==> run_1/met2.png <==
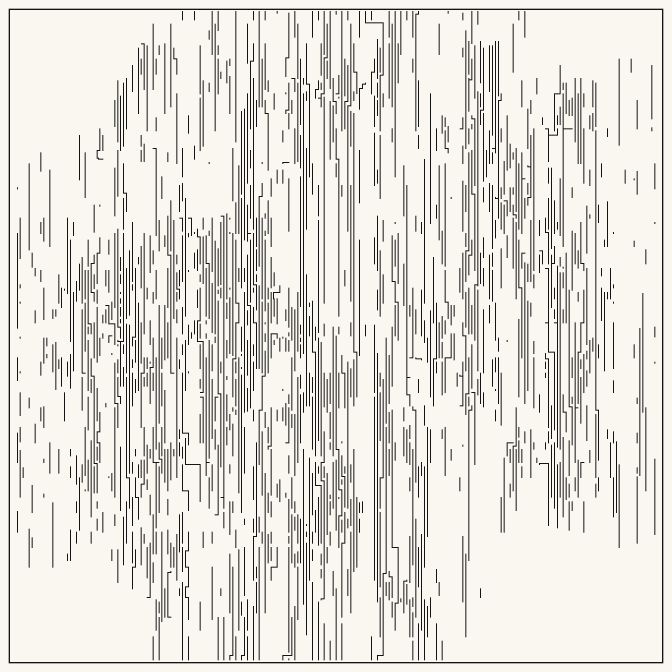
==> run_1/zoom.png <==
Window x 61 to 91, y 10 to 40 um. Cells in grey, sequential cells in the stronger grey; small squares are vias.
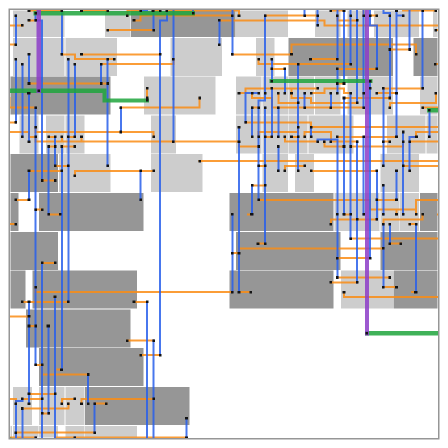
==> run_1/drive_strength.png <==
The bar under the picture is 20 um long.
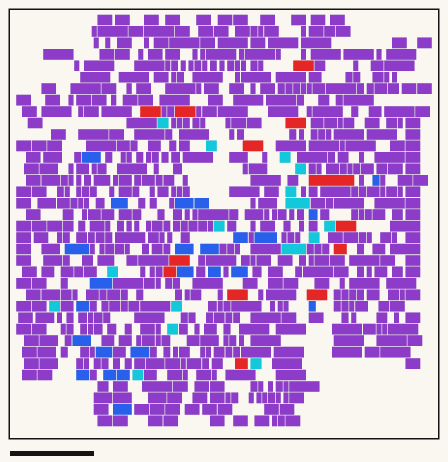
**config.mk**
```make
export PLATFORM = sky130hd
export DESIGN_NAME = fetch_pc_unit_flat
export DESIGN_NICKNAME = d
export VERILOG_FILES = /design/src/rtl/fetch_pc_unit_if.sv /design/src/rtl/fetch_pc_unit.sv /design/src/flat_wrapper.sv
export SDC_FILE = /design/constraint.sdc
export NUM_CORES = 1
export LEC_CHECK = 0
export ABC_CLOCK_PERIOD_IN_PS = 3200
export CAP_MARGIN = 15
export CORE_UTILIZATION = 48
export CTS_CLUSTER_SIZE = 14
export DETAILED_ROUTE_END_ITERATION = 10
export PLACE_DENSITY = 0.82
export SYNTH_ARGS = -nofsm -noshare
export SYNTH_HDL_FRONTEND = slang
export SYNTH_SLANG_ARGS = --single-unit
```
**constraint.sdc**
```tcl
create_clock -name clk -period 3.2 [get_ports clk]
set_clock_uncertainty 0.1 [all_clocks]
set_input_delay 0.64 -clock clk [delete_from_list [all_inputs] [get_ports clk]]
set_output_delay 0.64 -clock clk [all_outputs]
set_load 0.02 [all_outputs]
```
**src/rtl/fetch_pc_unit_if.sv**
```systemverilog
// Instruction-memory request/response channel between the fetch stage and imem.
// One request strobe per fetch; the response strobe may come one or more cycles later.
interface fetch_pc_unit_if #(
  parameter int DATA_W = 16
);
  logic              imem_req;
  logic [DATA_W-1:0] imem_addr;
  logic [DATA_W-1:0] imem_rdata;
  logic              imem_valid;

  modport master (
    output imem_req,
    output imem_addr,
    input  imem_rdata,
    input  imem_valid
  );

  modport slave (
    input  imem_req,
    input  imem_addr,
    output imem_rdata,
    output imem_valid
  );
endinterface

```
**src/rtl/fetch_pc_unit.sv**
```systemverilog
// Instruction-fetch stage: owns the PC, keeps one imem request in flight,
// fills the IF/ID register and handles branch/jump redirects and flushes.
module fetch_pc_unit #(
  parameter int                DATA_W    = 16,
  parameter logic [DATA_W-1:0] RESET_PC  = '0,
  parameter logic [DATA_W-1:0] NOP_INSTR = '0
) (
  input  logic              clk,
  input  logic              reset,
  input  logic              stall,
  input  logic              branchSignal,
  input  logic [DATA_W-1:0] offset,
  input  logic [DATA_W-1:0] branch_pc,
  input  logic              jump,
  input  logic [DATA_W-1:0] jump_target,
  fetch_pc_unit_if.master   imem,
  output logic [DATA_W-1:0] if_instr,
  output logic [DATA_W-1:0] if_pc,
  output logic              if_valid,
  output logic [DATA_W-1:0] pc
);

  typedef enum logic [1:0] {
    S_FETCH = 2'd0,
    S_WAIT  = 2'd1,
    S_HOLD  = 2'd2
  } state_t;

  state_t            state_q, state_d;
  logic [DATA_W-1:0] pc_q, pc_d;
  logic              req_q, req_d;
  logic [DATA_W-1:0] addr_q, addr_d;
  logic [DATA_W-1:0] instr_q, instr_d;
  logic [DATA_W-1:0] ifpc_q, ifpc_d;
  logic              ifv_q, ifv_d;
  logic              drop_q, drop_d;
  logic [DATA_W-1:0] hold_q, hold_d;

  logic              redirect;
  logic [DATA_W-1:0] target;
  logic [DATA_W-1:0] pc_inc;

  // Branch beats jump when both are raised in the same cycle.
  assign redirect = branchSignal | jump;
  assign target   = branchSignal ? (branch_pc + offset) : jump_target;
  assign pc_inc   = pc_q + DATA_W'(1);

  always_ff @(posedge clk) begin
    if (reset) begin
      state_q <= S_FETCH;
      pc_q    <= RESET_PC;
      req_q   <= 1'b0;
      addr_q  <= RESET_PC;
      instr_q <= NOP_INSTR;
      ifpc_q  <= '0;
      ifv_q   <= 1'b0;
      drop_q  <= 1'b0;
      hold_q  <= '0;
    end else begin
      state_q <= state_d;
      pc_q    <= pc_d;
      req_q   <= req_d;
      addr_q  <= addr_d;
      instr_q <= instr_d;
      ifpc_q  <= ifpc_d;
      ifv_q   <= ifv_d;
      drop_q  <= drop_d;
      hold_q  <= hold_d;
    end
  end

  always_comb begin
    state_d = state_q;
    pc_d    = pc_q;
    req_d   = 1'b0;
    addr_d  = addr_q;
    instr_d = instr_q;
    ifpc_d  = ifpc_q;
    ifv_d   = ifv_q;
    drop_d  = drop_q;
    hold_d  = hold_q;

    // Bubble when decode is free to advance; flush on redirect regardless of stall.
    if (!stall || redirect) begin
      ifv_d   = 1'b0;
      instr_d = NOP_INSTR;
    end

    case (state_q)
      S_FETCH: begin
        if (redirect) begin
          pc_d = target;
        end else begin
          req_d   = 1'b1;
          addr_d  = pc_q;
          state_d = S_WAIT;
        end
      end

      S_WAIT: begin
        if (redirect) begin
          pc_d = target;
          // Response still in flight: remember to throw it away when it lands.
          drop_d = ~imem.imem_valid;
          if (imem.imem_valid) state_d = S_FETCH;
        end else if (imem.imem_valid) begin
          if (drop_q) begin
            drop_d  = 1'b0;
            state_d = S_FETCH;
          end else if (!stall) begin
            instr_d = imem.imem_rdata;
            ifpc_d  = pc_q;
            ifv_d   = 1'b1;
            pc_d    = pc_inc;
            state_d = S_FETCH;
          end else begin
            hold_d  = imem.imem_rdata;
            state_d = S_HOLD;
          end
        end
      end

      S_HOLD: begin
        if (redirect) begin
          pc_d    = target;
          state_d = S_FETCH;
        end else if (!stall) begin
          instr_d = hold_q;
          ifpc_d  = pc_q;
          ifv_d   = 1'b1;
          pc_d    = pc_inc;
          state_d = S_FETCH;
        end
      end

      default: state_d = S_FETCH;
    endcase
  end

  assign imem.imem_req  = req_q;
  assign imem.imem_addr = addr_q;
  assign if_instr       = instr_q;
  assign if_pc          = ifpc_q;
  assign if_valid       = ifv_q;
  assign pc             = pc_q;

endmodule

```
**src/flat_wrapper.sv**
```systemverilog
// flat-port wrapper written by rule: the top's interface ports become plain ports
module fetch_pc_unit_flat 
#(
  parameter int                DATA_W    = 16,
  parameter logic [DATA_W-1:0] RESET_PC  = '0,
  parameter logic [DATA_W-1:0] NOP_INSTR = '0
)
  (clk, reset, stall, branchSignal, offset, branch_pc, jump, jump_target, if_instr, if_pc, if_valid, pc, imem_imem_req, imem_imem_addr, imem_imem_rdata, imem_imem_valid);
  fetch_pc_unit_if #(.DATA_W(DATA_W)) imem_i ();
  input  logic clk;
  input  logic reset;
  input  logic stall;
  input  logic branchSignal;
  input  logic [DATA_W-1:0] offset;
  input  logic [DATA_W-1:0] branch_pc;
  input  logic jump;
  input  logic [DATA_W-1:0] jump_target;
  output logic [DATA_W-1:0] if_instr;
  output logic [DATA_W-1:0] if_pc;
  output logic if_valid;
  output logic [DATA_W-1:0] pc;
  output wire logic [$bits(imem_i.imem_req)-1:0] imem_imem_req;
  output wire logic [$bits(imem_i.imem_addr)-1:0] imem_imem_addr;
  input wire logic [$bits(imem_i.imem_rdata)-1:0] imem_imem_rdata;
  input wire logic [$bits(imem_i.imem_valid)-1:0] imem_imem_valid;
  assign imem_imem_req = imem_i.imem_req;
  assign imem_imem_addr = imem_i.imem_addr;
  assign imem_i.imem_rdata = imem_imem_rdata;
  assign imem_i.imem_valid = imem_imem_valid;
  fetch_pc_unit #(.DATA_W(DATA_W), .RESET_PC(RESET_PC), .NOP_INSTR(NOP_INSTR)) u_core (.clk(clk), .reset(reset), .stall(stall), .branchSignal(branchSignal), .offset(offset), .branch_pc(branch_pc), .jump(jump), .jump_target(jump_target), .imem(imem_i), .if_instr(if_instr), .if_pc(if_pc), .if_valid(if_valid), .pc(pc));
endmodule
```
==> qor.yml, run 1 <==
largest_class: "combinational gates"
seqCellArea_mm2: 0.001702
slew_headroom_pct: 54.15
synthCells: 587
place_area_mm2: 0.006147
seqPwrFrac_pct: 45.2
crit_top_cell: "a211oi_2"
post-route-min-period_ns: 2.798
synth-simple-area-share_pct: 19.43
syn_area_mm2: 0.004766
fp_util_pct: 49.21
status: "finished, final reports clean"
drc: 0
cts_buffer_depth: 2
dieArea_mm2: 0.01033
cts_made_buffers: 9
rows: 36
finalHoldWorstSlack_ns: 0.3588
clkTransAtPathRegs_ns: 0.09
synth_cell_type_count: 71
worstPathArrival_ns: 2.98
hold_buffers: 0
hp-class: "flop to flop"
n_fill_cell: 811
r2r_start: "u_core.state_q[0]$_SDFFE_PP0P_"
post-cts-setup-buffer-count: 0
worstSkewPairLatency_ns: 0.35
topCombFamilyByArea: "AND-OR/OR-AND gates"
maxUsedRoutingLayer: "met4"
cp-endpoint: "u_core.pc[14]$_SDFFE_PP0P_"
powerSeq_uw: 1180
stdcell_count: 840
power_leakage_uw: 0.002360
grt_max_degree: 38
synth_area_per_cell_um2: 8.119
ys_area_mm2: 0.004766
## Picture notes: met2.png
The layer holds 50% of the routed length. The wires run mostly vertical. 656 nets have wire on it. The longest straight run is 45.6 um.
DR vias: 4,795
WL final: 13.13 mm

## Picture notes: zoom.png
met3: marked green. met1: marked orange. met4: marked purple. met2: marked blue.
49 logic cells have their middle in the window. Sequential cells in the window: 12. Most frequent: dfxtp_1 (12), nand2_1 (6), a21oi_1 (6). Netlist names of flops here include `u_core.hold_q` (4), `u_core.if_pc` (3), `u_core.imem.imem_addr` (3).

## Picture notes: drive_strength.png
drive 2: marked blue, cells 24, share 3.4%. drive 1 or less: marked purple, cells 654, share 93%. drive 3 to 4: marked cyan, cells 16, share 2.3%. drive 6 and up: marked red, cells 13, share 1.8%.
area delta synth->final: 33.03%
fin area: 0.006340 mm2

==> run_1/final_clocks.png <==
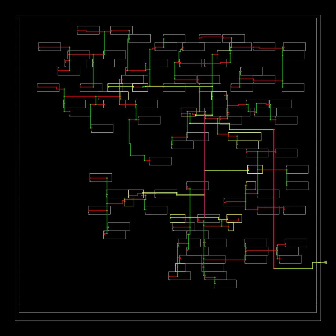

==> inputs of run 2 (changes only) <==
--- a/config.mk
+++ b/config.mk
@@ -8,6 +8,7 @@
 export ABC_CLOCK_PERIOD_IN_PS = 3200
 export CAP_MARGIN = 15
 export CORE_UTILIZATION = 48
+export CTS_BUF_LIST = sky130_fd_sc_hd__clkbuf_16
 export CTS_CLUSTER_SIZE = 14
 export DETAILED_ROUTE_END_ITERATION = 10
 export PLACE_DENSITY = 0.82
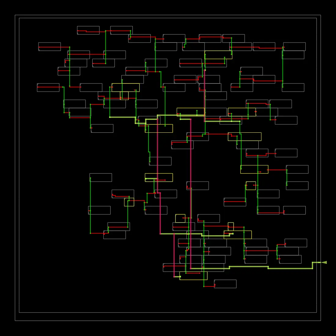
(run_2/final_clocks.png)
Late-Pin Clk Latency: 0.34 ns
flip-flops: 85
layout clock buffer count: 9
TritonCTS buffer count: 9

==> run 2 against run 1 <==
Power up 11%. Synthesized cell count unchanged. Critical path type unchanged. Via count grew 1.9%. Fmax fell by 0.48%. Global-route usage is 0.55 points higher. Area after synthesis unchanged. Critical path depth unchanged. Clock power rose by 38%. Count of clock-buffer cells in the layout unchanged.
==> qor.yml, run 2 <==
status: "finished, final reports clean"
synth-simple-area-share_pct: 19.43  # unchanged
cts_resized: 0
cp-endpoint: "u_core.pc[14]$_SDFFE_PP0P_"
grt_max_degree: 38  # unchanged
maxSlewViolCount: 0
hold_end: "u_core.hold_q[2]$_SDFFE_PP0P_"
cts_buffer_depth: 2  # unchanged
worst_pin_slew_ns: 0.6858
sh_comb_area_pct: 43.49
worstPathArrival_ns: 2.98  # about the same
topCombFamilyByArea: "AND-OR/OR-AND gates"
dpl.hpwl_mm: 9.821
clkTransAtPathRegs_ns: 0.06  # -0.03 ns
syn_to_final_growth_pct: 35.15
seqPwrFrac_pct: 40.7  # -4.5 points
logic_gate_count: 450
synth_area_per_cell_um2: 8.119  # unchanged
hold_path_depth: 2
syn_area_mm2: 0.004766  # unchanged
crit_top_cell: "a211oi_2"
taps: 133
fp_util_pct: 49.21  # unchanged
power_leakage_uw: 0.002406  # +2.0%
grt_pass1_vias: 4494
r2r_slack_ns: 0.84
largest_class: "combinational gates"
maxUsedRoutingLayer: "met4"
synthCells: 587  # unchanged
path_depth: 9
powerSeq_uw: 1180  # about the same
critPathRequiredTime_ns: 3.37
slew_headroom_pct: 54.11  # about the same
hp-class: "flop to flop"
stdcell_count: 840  # unchanged
powerClk_uw: 1040
comb_power_uw: 678
aoi_share_pct: 26.99
finalHoldWorstSlack_ns: 0.3572  # -0.001514 ns
seq_area_share_pct: 26.42
n_fill_cell: 800  # -1.4%
common_cells: "dfxtp_1, nand2_1, a21oi_1"
seqCellArea_mm2: 0.001702  # unchanged
area_leaders: "dfxtp_1, a21oi_1, nand2_1"
stdcell_area_mm2: 0.006441  # +1.6%
r2r_start: "u_core.state_q[0]$_SDFFE_PP0P_"
via_per_inst: 5.819
synth_cell_type_count: 71  # unchanged
place_area_mm2: 0.006147  # unchanged
ys_seq_share_pct: 35.70
hold_buffers: 0  # unchanged
insertedDiodeCount: 0
dieArea_mm2: 0.01033  # unchanged
post-cts-setup-buffer-count: 0  # unchanged
wl_mm: 13.38  # +1.9%
clock_sinks: 85
rows: 36  # unchanged
layout-drive-gt1-share_pct: 7.496
ys_area_mm2: 0.004766  # unchanged
drc: 0  # unchanged
post-route-min-period_ns: 2.812  # +0.01345 ns
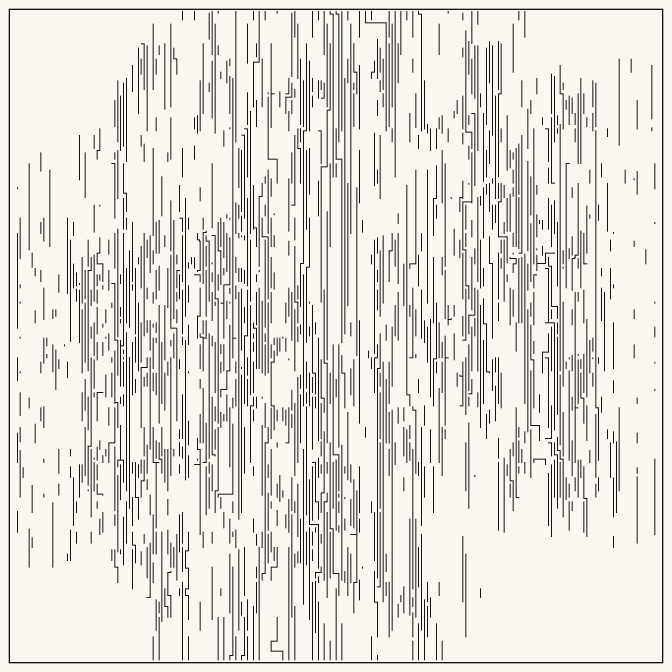
(run_2/met2.png)
The longest straight run is 43.5 um. The layer carries 6,680 um of wire. The wires run mostly vertical. The layer holds 50% of the routed length. 666 nets have wire on it.
DR vias: 4,888
met2 Usage GRT: 45.06%

Power figures rest on the tool's default switching activity, not on a simulated workload.
